[config.mk]
export PLATFORM = sky130hd
export DESIGN_NAME = pc_branch_ctrl_flat
export DESIGN_NICKNAME = d
export VERILOG_FILES = /design/src/rtl/pc_branch_ctrl_if.sv /design/src/rtl/pc_branch_ctrl.sv /design/src/flat_wrapper.sv
export SDC_FILE = /design/constraint.sdc
export NUM_CORES = 1
export LEC_CHECK = 0
export CAP_MARGIN = 20
export CORE_UTILIZATION = 43
export DETAILED_ROUTE_END_ITERATION = 10
export PLACE_DENSITY = 0.81
export SLEW_MARGIN = 10
export SYNTH_ARGS = -nofsm -noshare
export SYNTH_HDL_FRONTEND = slang
export SYNTH_SLANG_ARGS = --single-unit
[constraint.sdc]
create_clock -name clk -period 3 [get_ports clk]
set_input_delay 0.3 -clock clk [delete_from_list [all_inputs] [get_ports clk]]
set_output_delay 0.3 -clock clk [all_outputs]
set_load 0.005 [all_outputs]
[src/rtl/pc_branch_ctrl_if.sv]
// ============================================================================
// Module   : pc_branch_ctrl_if
// Purpose  : Fetch/next-PC stage signal bundle (imem handshake, decode inputs, PC state)
// Revision : 1.0  initial release
// ============================================================================
`default_nettype none

interface pc_branch_ctrl_if;
  logic        imem_req;
  logic [31:0] imem_addr;
  logic        imem_ack;
  logic [31:0] imem_rdata;
  logic [31:0] instr;
  logic        instr_valid;
  logic [2:0]  branch;
  logic        less;
  logic        zero;
  logic [31:0] imm;
  logic [31:0] rs1;
  logic        stall;
  logic [31:0] pc;
  logic [31:0] pc_plus4;
  logic [31:0] instret;
  logic        trap_misalign;

  // master is the fetch stage itself; slave is memory plus decode/ALU side
  modport master (
    output imem_req, imem_addr, instr, instr_valid, pc, pc_plus4, instret, trap_misalign,
    input  imem_ack, imem_rdata, branch, less, zero, imm, rs1, stall
  );

  modport slave (
    input  imem_req, imem_addr, instr, instr_valid, pc, pc_plus4, instret, trap_misalign,
    output imem_ack, imem_rdata, branch, less, zero, imm, rs1, stall
  );
endinterface

`default_nettype wire

[src/rtl/pc_branch_ctrl.sv]
// ============================================================================
// Module   : pc_branch_ctrl
// Purpose  : RV32I multi-cycle fetch / next-PC stage with retire counter and misalign trap
// Revision : 1.0  initial release
// ============================================================================
`default_nettype none

module pc_branch_ctrl #(
  parameter logic [31:0] RESET_PC = 32'h0000_0000
) (
  input  wire logic         clk,
  input  wire logic         rst,
  pc_branch_ctrl_if.master  bus
);

  typedef enum logic [1:0] {
    ST_FETCH = 2'd0,
    ST_EXEC  = 2'd1,
    ST_HALT  = 2'd2
  } state_t;

  state_t      r_state;
  state_t      w_next_state;
  logic [31:0] r_pc;
  logic [31:0] r_instr;
  logic [31:0] r_instret;
  logic        r_trap;

  logic [31:0] w_pc_plus4;
  logic [31:0] w_pc_imm;
  logic [31:0] w_jalr_tgt;
  logic [31:0] w_target;
  logic [31:0] w_next_pc;
  logic        w_taken;
  logic        w_misalign;
  logic        w_fetch_done;
  logic        w_commit;
  logic        w_trap_set;

  assign w_pc_plus4 = r_pc + 32'd4;
  assign w_pc_imm   = r_pc + bus.imm;
  assign w_jalr_tgt = (bus.rs1 + bus.imm) & ~32'h1;

  always_comb begin
    w_taken  = 1'b0;
    w_target = w_pc_imm;
    unique case (bus.branch)
      3'b001:  w_taken = 1'b1;
      3'b010: begin
        w_taken  = 1'b1;
        w_target = w_jalr_tgt;
      end
      3'b100:  w_taken = bus.zero;
      3'b101:  w_taken = ~bus.zero;
      3'b110:  w_taken = bus.less;
      3'b111:  w_taken = ~bus.less;
      default: w_taken = 1'b0;
    endcase
  end

  // Only a taken target can trap; the fall-through pc+4 is always aligned.
  assign w_next_pc  = w_taken ? w_target : w_pc_plus4;
  assign w_misalign = w_taken & w_target[1];

  always_comb begin
    w_next_state = r_state;
    w_fetch_done = 1'b0;
    w_commit     = 1'b0;
    w_trap_set   = 1'b0;
    unique case (r_state)
      ST_FETCH: begin
        if (bus.imem_ack) begin
          w_fetch_done = 1'b1;
          w_next_state = ST_EXEC;
        end
      end
      ST_EXEC: begin
        if (!bus.stall) begin
          if (w_misalign) begin
            w_trap_set   = 1'b1;
            w_next_state = ST_HALT;
          end else begin
            w_commit     = 1'b1;
            w_next_state = ST_FETCH;
          end
        end
      end
      default: w_next_state = ST_HALT;
    endcase
  end

  always_ff @(posedge clk) begin
    if (rst) begin
      r_state   <= ST_FETCH;
      r_pc      <= RESET_PC;
      r_instr   <= 32'h0;
      r_instret <= 32'h0;
      r_trap    <= 1'b0;
    end else begin
      r_state <= w_next_state;
      if (w_fetch_done) r_instr <= bus.imem_rdata;
      if (w_commit) begin
        r_pc      <= w_next_pc;
        r_instret <= r_instret + 32'd1;
      end
      if (w_trap_set) r_trap <= 1'b1;
    end
  end

  // Request is masked by rst so a reset cycle never issues a fetch.
  assign bus.imem_req      = (r_state == ST_FETCH) & ~rst;
  assign bus.imem_addr     = r_pc;
  assign bus.instr         = r_instr;
  assign bus.instr_valid   = (r_state == ST_EXEC);
  assign bus.pc            = r_pc;
  assign bus.pc_plus4      = w_pc_plus4;
  assign bus.instret       = r_instret;
  assign bus.trap_misalign = r_trap;

endmodule

`default_nettype wire

[src/flat_wrapper.sv]
// flat-port wrapper written by rule: the top's interface ports become plain ports
module pc_branch_ctrl_flat 
#(
  parameter logic [31:0] RESET_PC = 32'h0000_0000
)
  (clk, rst, bus_imem_req, bus_imem_addr, bus_instr, bus_instr_valid, bus_pc, bus_pc_plus4, bus_instret, bus_trap_misalign, bus_imem_ack, bus_imem_rdata, bus_branch, bus_less, bus_zero, bus_imm, bus_rs1, bus_stall);
  pc_branch_ctrl_if bus_i ();
  input  wire logic clk;
  input  wire logic rst;
  output wire logic [$bits(bus_i.imem_req)-1:0] bus_imem_req;
  output wire logic [$bits(bus_i.imem_addr)-1:0] bus_imem_addr;
  output wire logic [$bits(bus_i.instr)-1:0] bus_instr;
  output wire logic [$bits(bus_i.instr_valid)-1:0] bus_instr_valid;
  output wire logic [$bits(bus_i.pc)-1:0] bus_pc;
  output wire logic [$bits(bus_i.pc_plus4)-1:0] bus_pc_plus4;
  output wire logic [$bits(bus_i.instret)-1:0] bus_instret;
  output wire logic [$bits(bus_i.trap_misalign)-1:0] bus_trap_misalign;
  input wire logic [$bits(bus_i.imem_ack)-1:0] bus_imem_ack;
  input wire logic [$bits(bus_i.imem_rdata)-1:0] bus_imem_rdata;
  input wire logic [$bits(bus_i.branch)-1:0] bus_branch;
  input wire logic [$bits(bus_i.less)-1:0] bus_less;
  input wire logic [$bits(bus_i.zero)-1:0] bus_zero;
  input wire logic [$bits(bus_i.imm)-1:0] bus_imm;
  input wire logic [$bits(bus_i.rs1)-1:0] bus_rs1;
  input wire logic [$bits(bus_i.stall)-1:0] bus_stall;
  assign bus_imem_req = bus_i.imem_req;
  assign bus_imem_addr = bus_i.imem_addr;
  assign bus_instr = bus_i.instr;
  assign bus_instr_valid = bus_i.instr_valid;
  assign bus_pc = bus_i.pc;
  assign bus_pc_plus4 = bus_i.pc_plus4;
  assign bus_instret = bus_i.instret;
  assign bus_trap_misalign = bus_i.trap_misalign;
  assign bus_i.imem_ack = bus_imem_ack;
  assign bus_i.imem_rdata = bus_imem_rdata;
  assign bus_i.branch = bus_branch;
  assign bus_i.less = bus_less;
  assign bus_i.zero = bus_zero;
  assign bus_i.imm = bus_imm;
  assign bus_i.rs1 = bus_rs1;
  assign bus_i.stall = bus_stall;
  pc_branch_ctrl #(.RESET_PC(RESET_PC)) u_core (.clk(clk), .rst(rst), .bus(bus_i));
endmodule
Run 1, cell density map:
14 x 14 tiles, from white (low) to dark blue (high), 0 to 100% covered.
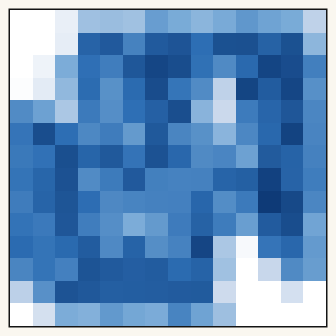
fullest tile	96%
nearly empty tiles	7.7%
tiles over 75% full	37%
FP Core Util: 44.6%
core footprint: 19000 um2
Final Core Density: 67.3%

Run 1, sequential cells grouped by signal name:
Bar = 50 um. Other sequential cells in the stronger gray, the rest of the logic in the fainter gray.
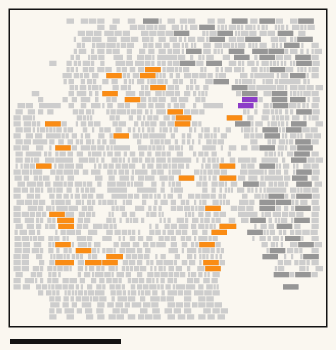
netlist name	color	flops
`u_core.r_state`	purple	2
`u_core.bus.imem_addr`	orange	32
not colored	65
area of all sequential standard cells: 1990 um2
power in sequential cells: 0.00140 W
flop share of the area: 15.6%

Run 1, placed cells, one color a class:
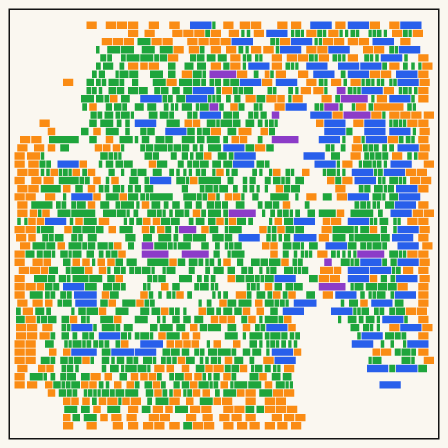
class	color	cells
remaining logic cells	green	952
remaining buffers and delay cells	orange	440
clock drivers and dummy loads	purple	16
registers	blue	99
number of standard-cell rows in the floorplan: 50
post-layout instance area: 12800 um2

==> Flow_metrics.wiki, run 1 <==
== Implementation results ==
{| class="wikitable"
! Metric !! Value
|-
| Run status || finished clean
|-
| CP max FO || 4
|-
| Footprint of the multi-input gates || 6090 um2
|-
| Final estimated routing congestion in global placement || 0.971
|-
| Wire length of the first global-routing pass || 48300 um
|-
| Number of nets in the synthesized netlist || between 1000 and 1500
|-
| Final-layout setup total negative slack || 0 ns
|-
| Flop2flop setup slack || 0.14 ns
|-
| Most used standard cells in the synthesized netlist || 164 x sky130_fd_sc_hd__nand2_1, 125 x sky130_fd_sc_hd__a21oi_1, 99 x sky130_fd_sc_hd__dfxtp_1, 78 x sky130_fd_sc_hd__nor2_1, 74 x sky130_fd_sc_hd__o21ai_0
|-
| Count of plain and timing-repair buffers in the layout || 440
|-
| Worst-case setup slack after placement || -0.485 ns
|-
| PortBufs || about 270
|-
| Post-route met1 wirelength || 12600 um
|-
| Final critical path time including I/O delays and setup || 2.95 ns
|-
| Switching pwr || 0.00135 W
|-
| Ys async rst share || 0%
|-
| Met1 Track Usage GR || 36.5%
|-
| Pins Over Slew Limit || 0
|-
| Critical register-to-register path startpoint || u_core.bus.imem_addr[0]$_SDFFE_PP0P_
|-
| Maximum number of pins on one net before global-route repair || 52
|-
| Top power consumer group || combinational logic
|-
| Number of antenna violations at the first check in global routing || 0
|-
| Crit path DAT || 3.19 ns
|-
| Power per unit of standard cell area || roughly 320 nW/um2
|-
| Average instance area after synthesis || 7.44 um2
|-
| Share of total power in the clock network || 29.6%
|-
| Buffer count from post-CTS setup fixing || 0
|-
| Slew at the pin closest to its max-slew limit || 1.04 ns
|-
| Netlist area before placement || 8480 um2
|-
| Number of synthesized flops with an enable pin || 0
|-
| Top-level port count || 268
|-
| Worst endpoint required time || 3.24 ns
|-
| Compound-Gate Fraction of Synth Area || 26.5%
|-
| Total Routing Usage GR || between 30% and 40%
|-
| TritonCTS clock tree || done
|-
| Vias in the first global route || 9465
|-
| Final Skew || approximately 0.016 ns
|-
| Routed met3 length || roughly 2800 um
|-
| Clock sink count || 99
|-
| Count of non-filler cells in the finished layout || 1767
|-
| Cell count after synthesis || 1139
|-
| Total cell area at the placement stage || 12300 um2
|-
| Violation tally from detailed-route iteration zero || 659
|-
| Number of failing hold endpoints at the final stage || 0
|-
| Top Layer Used || met4
|-
| Vias after detailed routing || 10000
|-
| Total inserted antenna cells || 0
|-
| Relative area of non-clock buffer cells in the final design || 31.2%
|-
| Most used flip-flop cell || sky130_fd_sc_hd__dfxtp_1
|-
| Type of the most critical hold path || primary input to flop
|-
| Leading cell types by total area after synthesis || sky130_fd_sc_hd__dfxtp_1 23%, sky130_fd_sc_hd__ha_1 9.3%, sky130_fd_sc_hd__a21oi_1 7.4%
|-
| Critical Path Sink || u_core.bus.imem_addr[26]$_SDFFE_PP0P_
|-
| Clock latency on the worst-skew pair || ~0.36 ns
|-
| Simple-gate area share of the yosys netlist || 22.9%
|-
| Number of flip-flops and latches || 99
|-
| R2R cell count || 12
|-
| Number of maximum-capacitance violations || 0
|-
| Half-perimeter wire length after placement || between 20000 and 25000 um
|-
| Worst path max stage delay || 0.43 ns
|-
| Number of logic gates || 928
|-
| Combinational Power Share || 36.0%
|-
| Top-count cell post-synth || sky130_fd_sc_hd__nand2_1
|-
| Leading cell category by total area || logic gates
|-
| Net total in the final layout || 1672
|}
Run 1, placement view:
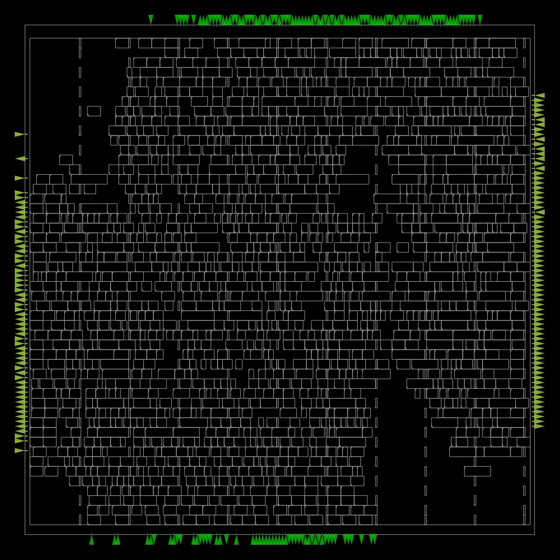

==> inputs of run 2 (changes only) <==
Settings changed: CORE_MARGIN from default to 2.
Run 2, placement view:
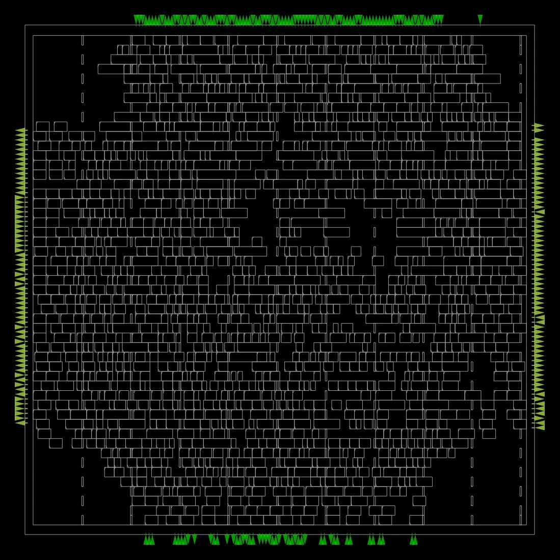
number of standard-cell rows in the floorplan: 51
count of non-filler cells in the finished layout: 1754
number of inserted filler cells in the final layout: 1730

==> Flow_metrics.wiki, run 2 <==
== Implementation results ==
{| class="wikitable"
! Metric !! Value
|-
| Routed met3 length || between 2000 and 2500 um
|-
| Power in sequential cells || ~0.0014 W
|-
| Cell count after synthesis || 1139
|-
| Number of antenna violations at the first check in global routing || 0
|-
| Final Skew || 0.0105 ns
|-
| PortBufs || 267
|-
| Run status || finished clean
|-
| Compound-Gate Fraction of Synth Area || 26.5%
|-
| Final-layout setup total negative slack || 0 ns
|-
| Buffer count from post-CTS setup fixing || 0
|-
| Top-count cell post-synth || sky130_fd_sc_hd__nand2_1
|-
| R2R cell count || 12
|-
| Worst endpoint required time || 2.70 ns
|-
| Number of maximum-capacitance violations || 0
|-
| Maximum number of pins on one net before global-route repair || 57
|-
| FP Core Util || 43.7%
|-
| Ys async rst share || 0%
|-
| Power per unit of standard cell area || 326 nW/um2
|-
| Post-layout instance area || between 10000 and 15000 um2
|-
| Top Layer Used || met4
|-
| Number of synthesized flops with an enable pin || 0
|-
| Top power consumer group || registers
|-
| Post-route met1 wirelength || 12800 um
|-
| Critical Path Sink || bus_pc_plus4[24]
|-
| Total Routing Usage GR || 27.7%
|-
| Type of the most critical hold path || primary input to flop
|-
| Number of logic gates || 928
|-
| Number of failing hold endpoints at the final stage || 0
|-
| Flop2flop setup slack || 0.26 ns
|-
| Wire length of the first global-routing pass || 46100 um
|-
| Simple-gate area share of the yosys netlist || 22.9%
|-
| Count of plain and timing-repair buffers in the layout || about 420
|-
| TritonCTS clock tree || done
|-
| Average instance area after synthesis || between 7 and 8 um2
|-
| Vias after detailed routing || approximately 9900
|-
| Relative area of non-clock buffer cells in the final design || 30.4%
|-
| Total cell area at the placement stage || 12200 um2
|-
| Core footprint || 19400 um2
|-
| Most used flip-flop cell || sky130_fd_sc_hd__dfxtp_1
|-
| Most used standard cells in the synthesized netlist || 164 x sky130_fd_sc_hd__nand2_1, 125 x sky130_fd_sc_hd__a21oi_1, 99 x sky130_fd_sc_hd__dfxtp_1, 78 x sky130_fd_sc_hd__nor2_1, 74 x sky130_fd_sc_hd__o21ai_0
|-
| Leading cell types by total area after synthesis || sky130_fd_sc_hd__dfxtp_1 23%, sky130_fd_sc_hd__ha_1 9.3%, sky130_fd_sc_hd__a21oi_1 7.4%
|-
| Clock sink count || 99
|-
| Final estimated routing congestion in global placement || between 0.9 and 1
|-
| Crit path DAT || between 2 and 3 ns
|-
| CP max FO || 6
|-
| Net total in the final layout || 1653
|-
| Switching pwr || roughly 0.0013 W
|-
| Final critical path time including I/O delays and setup || 2.91 ns
|}
Run 2, sequential cells grouped by signal name:
Bar = 50 um. Other sequential cells in the stronger gray, the rest of the logic in the fainter gray.
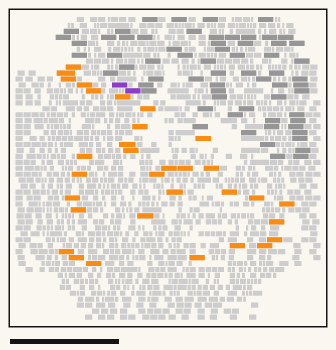
netlist name	color	flops
`u_core.r_state`	purple	2
`u_core.bus.imem_addr`	orange	32
not colored	65
area of all sequential standard cells: 1990 um2
flop share of the area: 15.7%
Final Core Density: 65.2%

Run 2, cell density map:
14 x 14 tiles, from white (low) to dark blue (high), 0 to 100% covered.
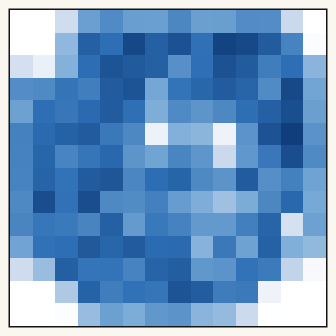

==> inputs of run 3 (changes only) <==
Settings changed: CORE_ASPECT_RATIO from default to 1.5.
Run 3, cell density map:
12 x 18 tiles, from white (low) to dark blue (high), 0 to 100% covered.
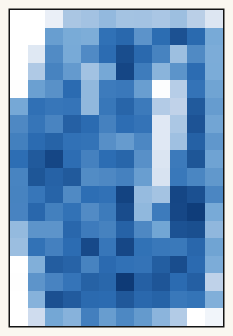
mean over tiles	59%
fullest tile	96%
emptiest ninth of the die	upper left
tiles over 75% full	31%
nearly empty tiles	6.0%
FP Core Util: 44.1%
Final Core Density: 66.2%

Run 3, placed cells, one color a class:
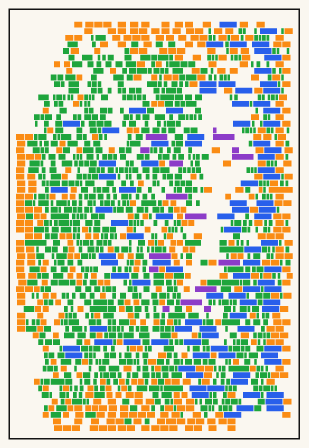
class	color	cells
registers	blue	99
remaining logic cells	green	952
clock drivers and dummy loads	purple	16
remaining buffers and delay cells	orange	436
core footprint: 19200 um2
number of standard-cell rows in the floorplan: 62
flop share of the area: 15.6%

==> Flow_metrics.wiki, run 3 <==
== Implementation results ==
{| class="wikitable"
! Metric !! Value
|-
| Top-count cell post-synth || sky130_fd_sc_hd__nand2_1
|-
| Number of inserted filler cells in the final layout || 1661
|-
| Clock sink count || between 90 and 100
|-
| Count of plain and timing-repair buffers in the layout || around 440
|-
| Slew at the pin closest to its max-slew limit || 0.659 ns
|-
| Top power consumer group || combinational logic
|-
| Routed met3 length || 1760 um
|-
| Clock latency on the worst-skew pair || roughly 0.34 ns
|-
| Relative area of non-clock buffer cells in the final design || a little under a third
|-
| Pins Over Slew Limit || 0
|-
| Compound-Gate Fraction of Synth Area || 26.5%
|-
| Net total in the final layout || 1668
|-
| Maximum number of pins on one net before global-route repair || roughly 65
|-
| Power in sequential cells || ~0.0014 W
|-
| Top Layer Used || met4
|-
| Crit path DAT || 2.60 ns
|-
| Leading cell category by total area || logic gates
|-
| Final Skew || 0.0116 ns
|-
| Leading cell types by total area after synthesis || sky130_fd_sc_hd__dfxtp_1 23%, sky130_fd_sc_hd__ha_1 9.3%, sky130_fd_sc_hd__a21oi_1 7.4%
|-
| Combinational Power Share || 35.7%
|-
| Worst path max stage delay || between 0.5 and 0.6 ns
|-
| Most used flip-flop cell || sky130_fd_sc_hd__dfxtp_1
|-
| Run status || finished clean
|-
| Vias in the first global route || about 9700
|-
| Number of logic gates || about 930
|-
| Flop2flop setup slack || roughly 0.22 ns
|-
| Met1 Track Usage GR || approximately a third
|-
| Average instance area after synthesis || 7.44 um2
|-
| Cell count after synthesis || 1139
|-
| Buffer count from post-CTS setup fixing || 0
|-
| Share of total power in the clock network || approximately 29%
|-
| Simple-gate area share of the yosys netlist || 22.9%
|-
| Critical register-to-register path startpoint || u_core.bus.imem_addr[1]$_SDFFE_PP0P_
|-
| Wire length of the first global-routing pass || slightly below 50000 um
|-
| Final critical path time including I/O delays and setup || 2.90 ns
|-
| Number of maximum-capacitance violations || 0
|-
| R2R cell count || 10
|-
| Total Routing Usage GR || ~29%
|-
| Final estimated routing congestion in global placement || 1.02
|-
| Number of failing hold endpoints at the final stage || 0
|-
| Critical Path Sink || bus_pc_plus4[24]
|-
| Ys async rst share || 0%
|-
| Area of all sequential standard cells || about 2000 um2
|-
| Type of the most critical hold path || primary input to flop
|-
| Half-perimeter wire length after placement || 25000 um
|-
| Top-level port count || 268
|-
| Number of antenna violations at the first check in global routing || 0
|-
| Count of non-filler cells in the finished layout || about 1800
|}
Power figures rest on the tool's default switching activity, not on a simulated workload.
